File: config.mk
export PLATFORM = sky130hd
export DESIGN_NAME = ddr_init_monitor
export DESIGN_NICKNAME = d
export VERILOG_FILES = /design/src/rtl/ddr_pkg.sv /design/src/rtl/ddr_cmd_decode.sv /design/src/rtl/ddr_init_monitor.sv
export SDC_FILE = /design/constraint.sdc
export NUM_CORES = 1
export LEC_CHECK = 0
export CAP_MARGIN = 20
export CORE_MARGIN = 2
export CORE_UTILIZATION = 56
export CTS_CLUSTER_SIZE = 25
export DETAILED_ROUTE_END_ITERATION = 12
export HOLD_SLACK_MARGIN = 0.03
export PLACE_DENSITY_LB_ADDON = 0.25
export SLEW_MARGIN = 20
export SYNTH_ARGS = -nofsm -noshare
export SYNTH_HDL_FRONTEND = slang
export SYNTH_SLANG_ARGS = --single-unit
File: constraint.sdc
create_clock -name clk133_p -period 2.93 [get_ports clk133_p]
set_clock_uncertainty 0.05 [all_clocks]
set_input_delay 0.586 -clock clk133_p [delete_from_list [all_inputs] [get_ports clk133_p]]
set_output_delay 0.586 -clock clk133_p [all_outputs]
set_load 0.005 [all_outputs]
File: src/rtl/ddr_pkg.sv
// rtl/ddr_pkg.sv - shared encodings and timing defaults for the DDR init monitor
package ddr_pkg;

    typedef enum logic [3:0] {
        ST_WAIT_CKE = 4'd0,
        ST_NOP_HOLD = 4'd1,
        ST_PRE1     = 4'd2,
        ST_EMR      = 4'd3,
        ST_MR1      = 4'd4,
        ST_PRE2     = 4'd5,
        ST_REF1     = 4'd6,
        ST_REF2     = 4'd7,
        ST_MR2      = 4'd8,
        ST_READY    = 4'd9
    } state_t;

    typedef enum logic [1:0] {
        LAST_NONE,
        LAST_PRE,
        LAST_LMR,
        LAST_REF
    } last_t;

    // {RAS,CAS,WE} pin encodings
    localparam logic [2:0] RCW_NOP = 3'b111;
    localparam logic [2:0] RCW_ACT = 3'b011;
    localparam logic [2:0] RCW_RD  = 3'b101;
    localparam logic [2:0] RCW_WR  = 3'b100;
    localparam logic [2:0] RCW_PRE = 3'b010;
    localparam logic [2:0] RCW_REF = 3'b001;
    localparam logic [2:0] RCW_LMR = 3'b000;
    localparam logic [2:0] RCW_BST = 3'b110;

    localparam int CMD_N   = 8;
    localparam int CMD_NOP = 0;
    localparam int CMD_ACT = 1;
    localparam int CMD_RD  = 2;
    localparam int CMD_WR  = 3;
    localparam int CMD_PRE = 4;
    localparam int CMD_REF = 5;
    localparam int CMD_LMR = 6;
    localparam int CMD_BST = 7;

    localparam logic [3:0] ERR_NONE       = 4'd0;
    localparam logic [3:0] ERR_CKE_EARLY  = 4'd1;
    localparam logic [3:0] ERR_SEQ        = 4'd2;
    localparam logic [3:0] ERR_TRP        = 4'd3;
    localparam logic [3:0] ERR_TMRD       = 4'd4;
    localparam logic [3:0] ERR_TRFC       = 4'd5;
    localparam logic [3:0] ERR_LMR_VAL    = 4'd6;
    localparam logic [3:0] ERR_ROW_OPEN   = 4'd7;
    localparam logic [3:0] ERR_ROW_CLOSED = 4'd8;
    localparam logic [3:0] ERR_TREFI      = 4'd9;
    localparam logic [3:0] ERR_PRE_A10    = 4'd10;
    localparam logic [3:0] ERR_CKE_LOW    = 4'd11;

    localparam int          DEF_INIT_CYCLES = 26600;
    localparam int          DEF_T_RP        = 3;
    localparam int          DEF_T_MRD       = 2;
    localparam int          DEF_T_RFC       = 11;
    localparam int          DEF_T_REFI      = 1037;
    localparam logic [12:0] DEF_MR_VALUE    = 13'h0021;
    localparam logic [12:0] DEF_EMR_VALUE   = 13'h0000;

    localparam int GAP_W = 8;

endpackage

File: src/rtl/ddr_cmd_decode.sv
// rtl/ddr_cmd_decode.sv - maps DDR command pins to a one-hot command vector
module ddr_cmd_decode
    import ddr_pkg::*;
(
    input  logic             i_cs,
    input  logic             i_ras,
    input  logic             i_cas,
    input  logic             i_we,
    output logic [CMD_N-1:0] o_cmd
);

    always_comb begin
        o_cmd = '0;
        if (i_cs) begin
            o_cmd[CMD_NOP] = 1'b1;
        end else begin
            case ({i_ras, i_cas, i_we})
                RCW_NOP: o_cmd[CMD_NOP] = 1'b1;
                RCW_ACT: o_cmd[CMD_ACT] = 1'b1;
                RCW_RD:  o_cmd[CMD_RD]  = 1'b1;
                RCW_WR:  o_cmd[CMD_WR]  = 1'b1;
                RCW_PRE: o_cmd[CMD_PRE] = 1'b1;
                RCW_REF: o_cmd[CMD_REF] = 1'b1;
                RCW_LMR: o_cmd[CMD_LMR] = 1'b1;
                RCW_BST: o_cmd[CMD_BST] = 1'b1;
                default: o_cmd[CMD_NOP] = 1'b1;
            endcase
        end
    end

endmodule

File: src/rtl/ddr_init_monitor.sv
// rtl/ddr_init_monitor.sv - checks the DDR power-up sequence and post-init bank usage
module ddr_init_monitor
    import ddr_pkg::*;
#(
    parameter int          INIT_CYCLES = DEF_INIT_CYCLES,
    parameter int          T_RP        = DEF_T_RP,
    parameter int          T_MRD       = DEF_T_MRD,
    parameter int          T_RFC       = DEF_T_RFC,
    parameter int          T_REFI      = DEF_T_REFI,
    parameter logic [12:0] MR_VALUE    = DEF_MR_VALUE,
    parameter logic [12:0] EMR_VALUE   = DEF_EMR_VALUE
) (
    input  logic        clk133_p,
    input  logic        rst,
    input  logic        sd_CKE,
    input  logic        sd_CS,
    input  logic        sd_RAS,
    input  logic        sd_CAS,
    input  logic        sd_WE,
    input  logic [1:0]  sd_BA,
    input  logic [12:0] sd_A,
    output logic        init_done,
    output logic        err,
    output logic [3:0]  err_code,
    output logic [3:0]  row_open,
    output logic [3:0]  state
);

    localparam int CNT_W = $clog2(INIT_CYCLES + T_REFI + 2);
    localparam logic [CNT_W-1:0] INIT_LIM = CNT_W'(INIT_CYCLES);
    localparam logic [CNT_W-1:0] REFI_LIM = CNT_W'(T_REFI);
    localparam logic [CNT_W-1:0] CNT_MAX  = '1;
    localparam logic [GAP_W-1:0] RP_LIM   = GAP_W'(T_RP);
    localparam logic [GAP_W-1:0] MRD_LIM  = GAP_W'(T_MRD);
    localparam logic [GAP_W-1:0] RFC_LIM  = GAP_W'(T_RFC);

    state_t            r_state;
    state_t            w_next_state;
    logic [CNT_W-1:0]  r_cnt;
    logic [CNT_W-1:0]  w_cnt_next;
    logic [GAP_W-1:0]  r_gap;
    last_t             r_last;
    logic              r_err;
    logic [3:0]        r_err_code;
    logic              r_init_done;
    logic [3:0]        r_row_open;
    logic [3:0]        w_row_next;
    logic [11:1]       w_flag;
    logic [3:0]        w_code;
    logic              w_done_set;
    logic [CMD_N-1:0]  w_cmd;
    logic              w_nonnop;
    logic              w_exp_hit;
    logic              w_exp_val;

    ddr_cmd_decode u_cmd_decode (
        .i_cs  (sd_CS),
        .i_ras (sd_RAS),
        .i_cas (sd_CAS),
        .i_we  (sd_WE),
        .o_cmd (w_cmd)
    );

    assign w_nonnop = |w_cmd[CMD_BST:CMD_ACT];

    // Which command advances each init step, and whether its payload is right
    always_comb begin
        w_exp_hit = 1'b0;
        w_exp_val = 1'b1;
        case (r_state)
            ST_PRE1: begin
                w_exp_hit = w_cmd[CMD_LMR];
                w_exp_val = (sd_BA == 2'b01) && (sd_A == EMR_VALUE);
            end
            ST_EMR, ST_REF2: begin
                w_exp_hit = w_cmd[CMD_LMR];
                w_exp_val = (sd_BA == 2'b00) && (sd_A == MR_VALUE);
            end
            ST_MR1:           w_exp_hit = w_cmd[CMD_PRE];
            ST_PRE2, ST_REF1: w_exp_hit = w_cmd[CMD_REF];
            default: ;
        endcase
    end

    always_comb begin
        w_flag       = '0;
        w_next_state = r_state;
        w_cnt_next   = r_cnt;
        w_row_next   = r_row_open;
        w_done_set   = 1'b0;

        if (r_state != ST_WAIT_CKE) begin
            if (!sd_CKE) w_flag[ERR_CKE_LOW] = 1'b1;
            if (w_nonnop) begin
                if (r_last == LAST_PRE && r_gap < RP_LIM)  w_flag[ERR_TRP]  = 1'b1;
                if (r_last == LAST_LMR && r_gap < MRD_LIM) w_flag[ERR_TMRD] = 1'b1;
                if (r_last == LAST_REF && r_gap < RFC_LIM) w_flag[ERR_TRFC] = 1'b1;
            end
        end

        case (r_state)
            ST_WAIT_CKE: begin
                if (!sd_CKE) begin
                    w_cnt_next = (r_cnt == CNT_MAX) ? r_cnt : r_cnt + 1'b1;
                end else if (r_cnt >= INIT_LIM) begin
                    w_next_state = ST_NOP_HOLD;
                    w_cnt_next   = '0;
                end else begin
                    w_flag[ERR_CKE_EARLY] = 1'b1;
                end
            end
            // r_cnt doubles as a "NOP seen" marker here
            ST_NOP_HOLD: begin
                if (w_cmd[CMD_NOP]) begin
                    w_cnt_next = CNT_W'(1);
                end else if (w_cmd[CMD_PRE] && !sd_A[10]) begin
                    w_flag[ERR_PRE_A10] = 1'b1;
                end else if (w_cmd[CMD_PRE]) begin
                    if (r_cnt == '0) w_flag[ERR_SEQ] = 1'b1;
                    w_next_state = ST_PRE1;
                end else begin
                    w_flag[ERR_SEQ] = 1'b1;
                end
            end
            ST_PRE1, ST_EMR, ST_MR1, ST_PRE2, ST_REF1, ST_REF2: begin
                if (w_nonnop) begin
                    if (w_exp_hit) begin
                        if (!w_exp_val) w_flag[ERR_LMR_VAL] = 1'b1;
                        w_next_state = state_t'(r_state + 4'd1);
                        w_done_set   = (r_state == ST_REF2);
                    end else begin
                        w_flag[ERR_SEQ] = 1'b1;
                    end
                end
            end
            ST_MR2: begin
                if (w_nonnop) w_flag[ERR_SEQ] = 1'b1;
                w_next_state = ST_READY;
                w_cnt_next   = '0;
            end
            ST_READY: begin
                if (w_cmd[CMD_REF]) begin
                    if (|r_row_open) w_flag[ERR_ROW_OPEN] = 1'b1;
                    w_cnt_next = '0;
                end else if (r_cnt == REFI_LIM) begin
                    w_flag[ERR_TREFI] = 1'b1;
                end else begin
                    w_cnt_next = r_cnt + 1'b1;
                end
                if (w_cmd[CMD_ACT]) begin
                    if (r_row_open[sd_BA]) w_flag[ERR_ROW_OPEN] = 1'b1;
                    else w_row_next[sd_BA] = 1'b1;
                end
                if ((w_cmd[CMD_RD] || w_cmd[CMD_WR]) && !r_row_open[sd_BA])
                    w_flag[ERR_ROW_CLOSED] = 1'b1;
                if (w_cmd[CMD_PRE]) begin
                    if (sd_A[10]) w_row_next = '0;
                    else w_row_next[sd_BA] = 1'b0;
                end
            end
            default: w_next_state = ST_WAIT_CKE;
        endcase
    end

    // Lowest-numbered simultaneous cause wins
    always_comb begin
        w_code = ERR_NONE;
        for (int i = 11; i >= 1; i--) begin
            if (w_flag[i]) w_code = 4'(i);
        end
    end

    always_ff @(posedge clk133_p or negedge rst) begin
        if (!rst) r_state <= ST_WAIT_CKE;
        else      r_state <= w_next_state;
    end

    always_ff @(posedge clk133_p or negedge rst) begin
        if (!rst) begin
            r_cnt       <= '0;
            r_gap       <= '0;
            r_last      <= LAST_NONE;
            r_err       <= 1'b0;
            r_err_code  <= ERR_NONE;
            r_init_done <= 1'b0;
            r_row_open  <= '0;
        end else begin
            r_cnt      <= w_cnt_next;
            r_row_open <= w_row_next;
            if (!r_err && (w_flag != '0)) begin
                r_err      <= 1'b1;
                r_err_code <= w_code;
            end
            if (w_done_set && !r_err && (w_flag == '0)) r_init_done <= 1'b1;
            if (r_state == ST_WAIT_CKE) begin
                r_gap  <= '0;
                r_last <= LAST_NONE;
            end else if (w_nonnop) begin
                r_gap  <= GAP_W'(1);
                r_last <= w_cmd[CMD_PRE] ? LAST_PRE :
                          w_cmd[CMD_LMR] ? LAST_LMR :
                          w_cmd[CMD_REF] ? LAST_REF : LAST_NONE;
            end else if (r_gap != '1) begin
                r_gap <= r_gap + 1'b1;
            end
        end
    end

    assign init_done = r_init_done;
    assign err       = r_err;
    assign err_code  = r_err_code;
    assign row_open  = r_row_open;
    assign state     = r_state;

endmodule

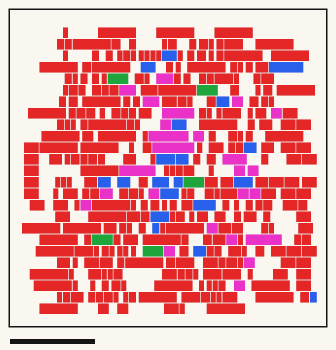
Run 1: drive-strength map
Scale bar: 20 um.
Key: _2 cells = blue [cells 19, share 5.2%]; _6 and larger = green [cells 5, share 1.4%]; _0 and _1 cells = red [cells 317, share 87%]; _3 and _4 cells = magenta [cells 25, share 6.8%]
Area Growth Syn to Fin: 19.4%
setup slack after layout: 0.241 ns

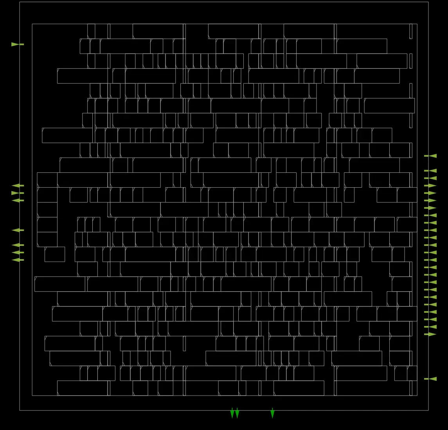
Run 1: cell outlines without signal wires
Fill cells: 398
flip-flops: 39
# rows: 25
num tapcells: 67

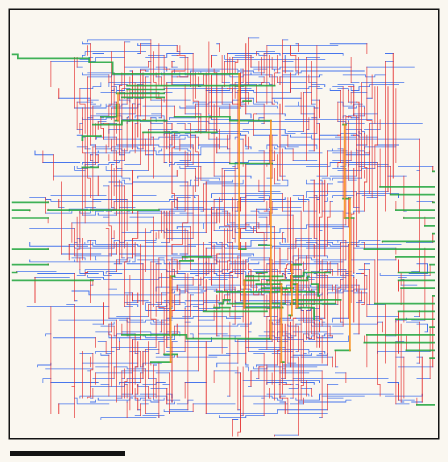
Run 1: signal wires by layer
Scale bar: 20 um.
Key: metal 2 = red [wire length 3,270 um]; metal 1 = blue [wire length 3,300 um]; metal 3 = green [wire length 514 um]; metal 4 = orange [wire length 163 um]
detailed-route wire length: 7240 um
Global Route Usage Sum: 27.3%
wire per inst: 16.7 um

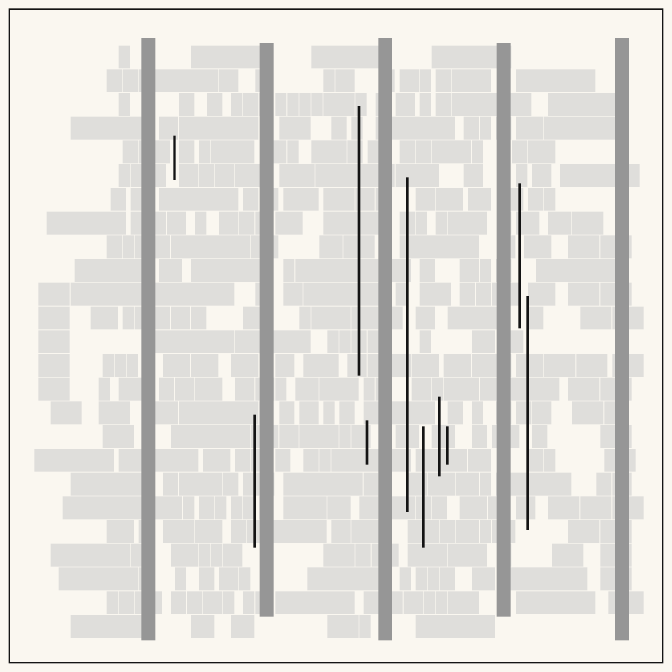
Run 1: metal 4
Supply wires on this layer in gray. Cells faint in the background.
The longest straight run is 38.1 um. The wires run mostly vertical. 10 nets have wire on it. The layer holds 2.2% of the routed length. The layer carries 163 um of wire.

==> run notes, run 1 <==
impl run done, here's what came out: IO Pins 36, crit-path max FO 6, Pint 948 uW, crit path DAT 2.82 ns, Final setup violation count 0, cycle use final 91.8%, ys flops 39, clk sinks 39, cell with the most instances after synthesis nor2_1, comb_multi_in 259, Sw Share 32.2%, Synth warnings 0, largest net degree at the start of global routing 40, CP Capture Type register, ClkCell Share 2.43%, # port buffers 35, Final non-clock buffer share 13.7%, Post-Syn Area per Cell 8.70 um^2, Starting Density 58.6%, status finished, final reports clean, Main power group registers, asr flop ratio synth 100%, most frequent cells after synthesis nor2_1 (41), dfrtp_1 (39), nand2_1 (27), WS Path Type in2reg, initial drt markers 256, final core occ 69.9%, Slew HR 39.8%, Power Clock 353 uW, Crit. path cell count 8, Final Hold Fails 0, hold slack final 0.362 ns, Most common reg cell dfrtp_1, inverter count 10, Crit-path slowest cell clkdlybuf4s50_1, critical path buffer and inverter count 1, TritonCTS clock tree done, sequential share of cell area 29.2%, Num CTS Buffers 5, Antenna Diode Count 0, DR DRC count 0, most frequent cells in the layout nor2_1 (41), dfrtp_1 (39), clkdlybuf4s50_1 (34), nand2_1 (27), o21ai_1 (21), Area leader share 34.8%, Post-synth EDFFs 0, layout cells sized above 1 13.4%, Syn Std Cell Area 0.00280 mm^2, fin cells 433, CP Cell Sequence clkdlybuf4s50_1 -> or3b_1 -> or2_1 -> a21o_1 -> a211oi_2 -> or2_4 -> a21boi_1 -> o22a_1, delay of the slowest cell on the worst path 0.62 ns, Slew @ Worst Pin 0.902 ns, RSZ-0062 raised after global routing no, post_cts resized 0, initial antenna violation count 0, final worst path period need 2.69 ns, Critical Path Source Type primary input, placed cells 425, Die ar. 0.00559 mm^2, vias 2,697, adder-cell share of the synthesized area 3.93%, sequential share of power 49.3%, max_cap viols 0, post-CTS setup buffers 0, leading area contributor after synthesis dfrtp_1, global-route wire length before repair 11,500 um, Clock Power Share 25.3%, yosys xor share 1.25%, fmax 0.372 GHz, post-DP HPWL 5240 um, Synth Instances 322, Comb area share 51.1%, Min-Delay Path Class in2async, Leak 0.00141 uW, P_sw 451 uW, buffers outside the clock class 50
run 1: layer usage:
metal	GRT usage, %	wire length (um)	share of wire [%]
met5	0	0	0
met4	11.1	162	2.2
met3	5.76	513	7.1
met2	42.5	3270	45
met1	37.3	3300	46
run 1: through the flow:
stage / setup TNS, ns / setup WS (ns) / instance area, um^2 / power, uW
2_1_floorplan: 0 / 0.589 / 2800 / 908
6_report: 0 / 0.241 / 3350 / 1400
5_1_grt: 0 / 0.137 / 3350 / 1480
4_1_cts: 0 / 0.267 / 3350 / 1400
3_5_place_dp: -0.0397 / -0.0351 / 3270 / 1050
3_3_place_gp: 0 / 0.0233 / 3270 / 1040
run 1: sequential cells by signal, indices dropped and copies added (netlist names):
register	count
r_last	2
r_cnt	15
err_code	4
r_gap	8
init_done	1
err	1
state	4
row_open	4
--- run 2 (diff from run 1) ---
--- a/config.mk
+++ b/config.mk
@@ -5,9 +5,10 @@
 export SDC_FILE = /design/constraint.sdc
 export NUM_CORES = 1
 export LEC_CHECK = 0
+export ABC_AREA = 0
 export CAP_MARGIN = 20
 export CORE_MARGIN = 2
-export CORE_UTILIZATION = 56
+export CORE_UTILIZATION = 60
 export CTS_CLUSTER_SIZE = 25
 export DETAILED_ROUTE_END_ITERATION = 12
 export HOLD_SLACK_MARGIN = 0.03
@@ -15,4 +16,5 @@
 export SLEW_MARGIN = 20
 export SYNTH_ARGS = -nofsm -noshare
 export SYNTH_HDL_FRONTEND = slang
+export SYNTH_HIERARCHICAL = 1
 export SYNTH_SLANG_ARGS = --single-unit
==> constraint.sdc (replaced) <==
create_clock -name clk133_p -period 3.15 [get_ports clk133_p]
set_clock_uncertainty 0.05 [all_clocks]
set_input_delay 0.63 -clock clk133_p [delete_from_list [all_inputs] [get_ports clk133_p]]
set_output_delay 0.63 -clock clk133_p [all_outputs]
set_load 0.005 [all_outputs]
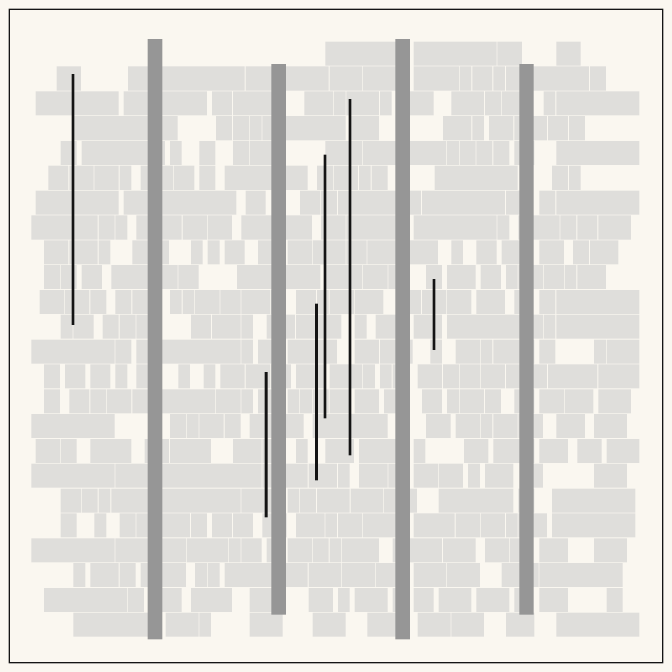
Run 2: metal 4
Supply wires on this layer in gray. Cells faint in the background.
The layer holds 1.8% of the routed length. The wires run mostly vertical. The layer carries 137 um of wire.
detailed-route wire length: 7390 um
vias: 2,795

==> run notes, run 2 <==
impl run done, here's what came out: status finished, final reports clean (unchanged), Fill cells 302 (was 398), critical path buffer and inverter count 2 (was 1), layout cells sized above 1 15.8% (was 13.4%), Post-synth EDFFs 0 (unchanged), most frequent cells after synthesis dfrtp_1 (39), nor2_1 (32), o21ai_0 (29) (was nor2_1 (41), dfrtp_1 (39), nand2_1 (27)), Most flops, register r_cnt (unchanged), buffers outside the clock class 67 (was 50), largest registers r_cnt: 15 flops, r_gap: 8 flops (unchanged), # port buffers 35 (unchanged), fmax 0.318 GHz, Area leader share 35.8% (was 34.8%), ys flops 39 (unchanged), flip-flops 39 (unchanged), Area after DPL 0.00333 mm^2 (was 0.00327 mm^2), Comb area share 47.5% (was 51.1%), P_sw 278 uW (was 451 uW), global-route wire length before repair 12,500 um (was 11,500 um), Antenna Diode Count 0 (unchanged), most frequent cells in the layout dfrtp_1 (39), clkdlybuf4s50_1 (34), nor2_1 (32), buf_4 (31), o21ai_0 (29) (was nor2_1 (41), dfrtp_1 (39), clkdlybuf4s50_1 (34), nand2_1 (27), o21ai_1 (21)), IO Pins 36 (unchanged), Syn Std Cell Area 0.00273 mm^2 (was 0.00280 mm^2), Sw Share 25.5% (was 32.2%), Num CTS Buffers 5 (unchanged), ClkCell Share 3.25% (was 2.43%), post-CTS setup buffers 0 (unchanged), CP Cell Sequence clkdlybuf4s50_1 -> buf_4 -> a31o_2 -> or4b_1 -> o32ai_1 -> or3_1 -> o41a_1 -> mux2_4 (was clkdlybuf4s50_1 -> or3b_1 -> or2_1 -> a21o_1 -> a211oi_2 -> or2_4 -> a21boi_1 -> o22a_1), Final non-clock buffer share 17.3% (was 13.7%), post-route cell area 0.00346 mm^2 (was 0.00335 mm^2), cycle use final 99.8%, Slew HR 40.2% (was 39.8%), total power 1090 uW (was 1400 uW), Final Hold Fails 0 (unchanged), hold slack final 0.391 ns (was 0.362 ns), largest net degree at the start of global routing 40 (unchanged), Global Route Usage Sum 30.8% (was 27.3%), Power Clock 431 uW (was 353 uW), Most common reg cell dfrtp_1 (unchanged), Crit. path cell count 8 (unchanged), max reg flops 15 (unchanged), delay of the slowest cell on the worst path 0.54 ns (was 0.62 ns), Main power group registers (unchanged), inverter count 18 (was 10), num tapcells 52 (was 67), Crit-path slowest cell or4b_1 (was clkdlybuf4s50_1), Final setup violation count 0 (unchanged), Starting Density 62.6% (was 58.6%), TritonCTS clock tree done (unchanged), sequential share of cell area 28.2% (was 29.2%), max_cap viols 0 (unchanged), post-DP HPWL 5410 um (was 5240 um), WS Path Type in2reg (unchanged), adder-cell share of the synthesized area 3.67% (was 3.93%)
run 2: cell count changes in the layout (fill, tap and decap cells not counted), moves of 7 or more:
| cell | delta |
|---|---|
| nor2_1 | -9 |
| o21ai_1 | -20 |
| nor3_1 | -10 |
| buf_4 | +16 |
| inv_1 | +7 |
| o21ai_0 | +15 |
| nand2_1 | -8 |
| o31ai_1 | +7 |
run 2: routing by layer:
layer	up-vias	part of all wire (%)	global-route usage, %
met1	1348	43	39.8
met2	93	50	51.0
li1	1340	-	-
met3	14	4.8	6.19
met5	-	0	0
met4	0	1.8	11.5
run 2: stage by stage:
stage	setup slack, ns	std cells
2_1_floorplan	0.0987	319
3_3_place_gp	-0.111	424
3_5_place_dp	-0.209	424
4_1_cts	0.0992	432
5_1_grt	-0.0412	432
6_report	0.00757	432
Power figures rest on the tool's default switching activity, not on a simulated workload.
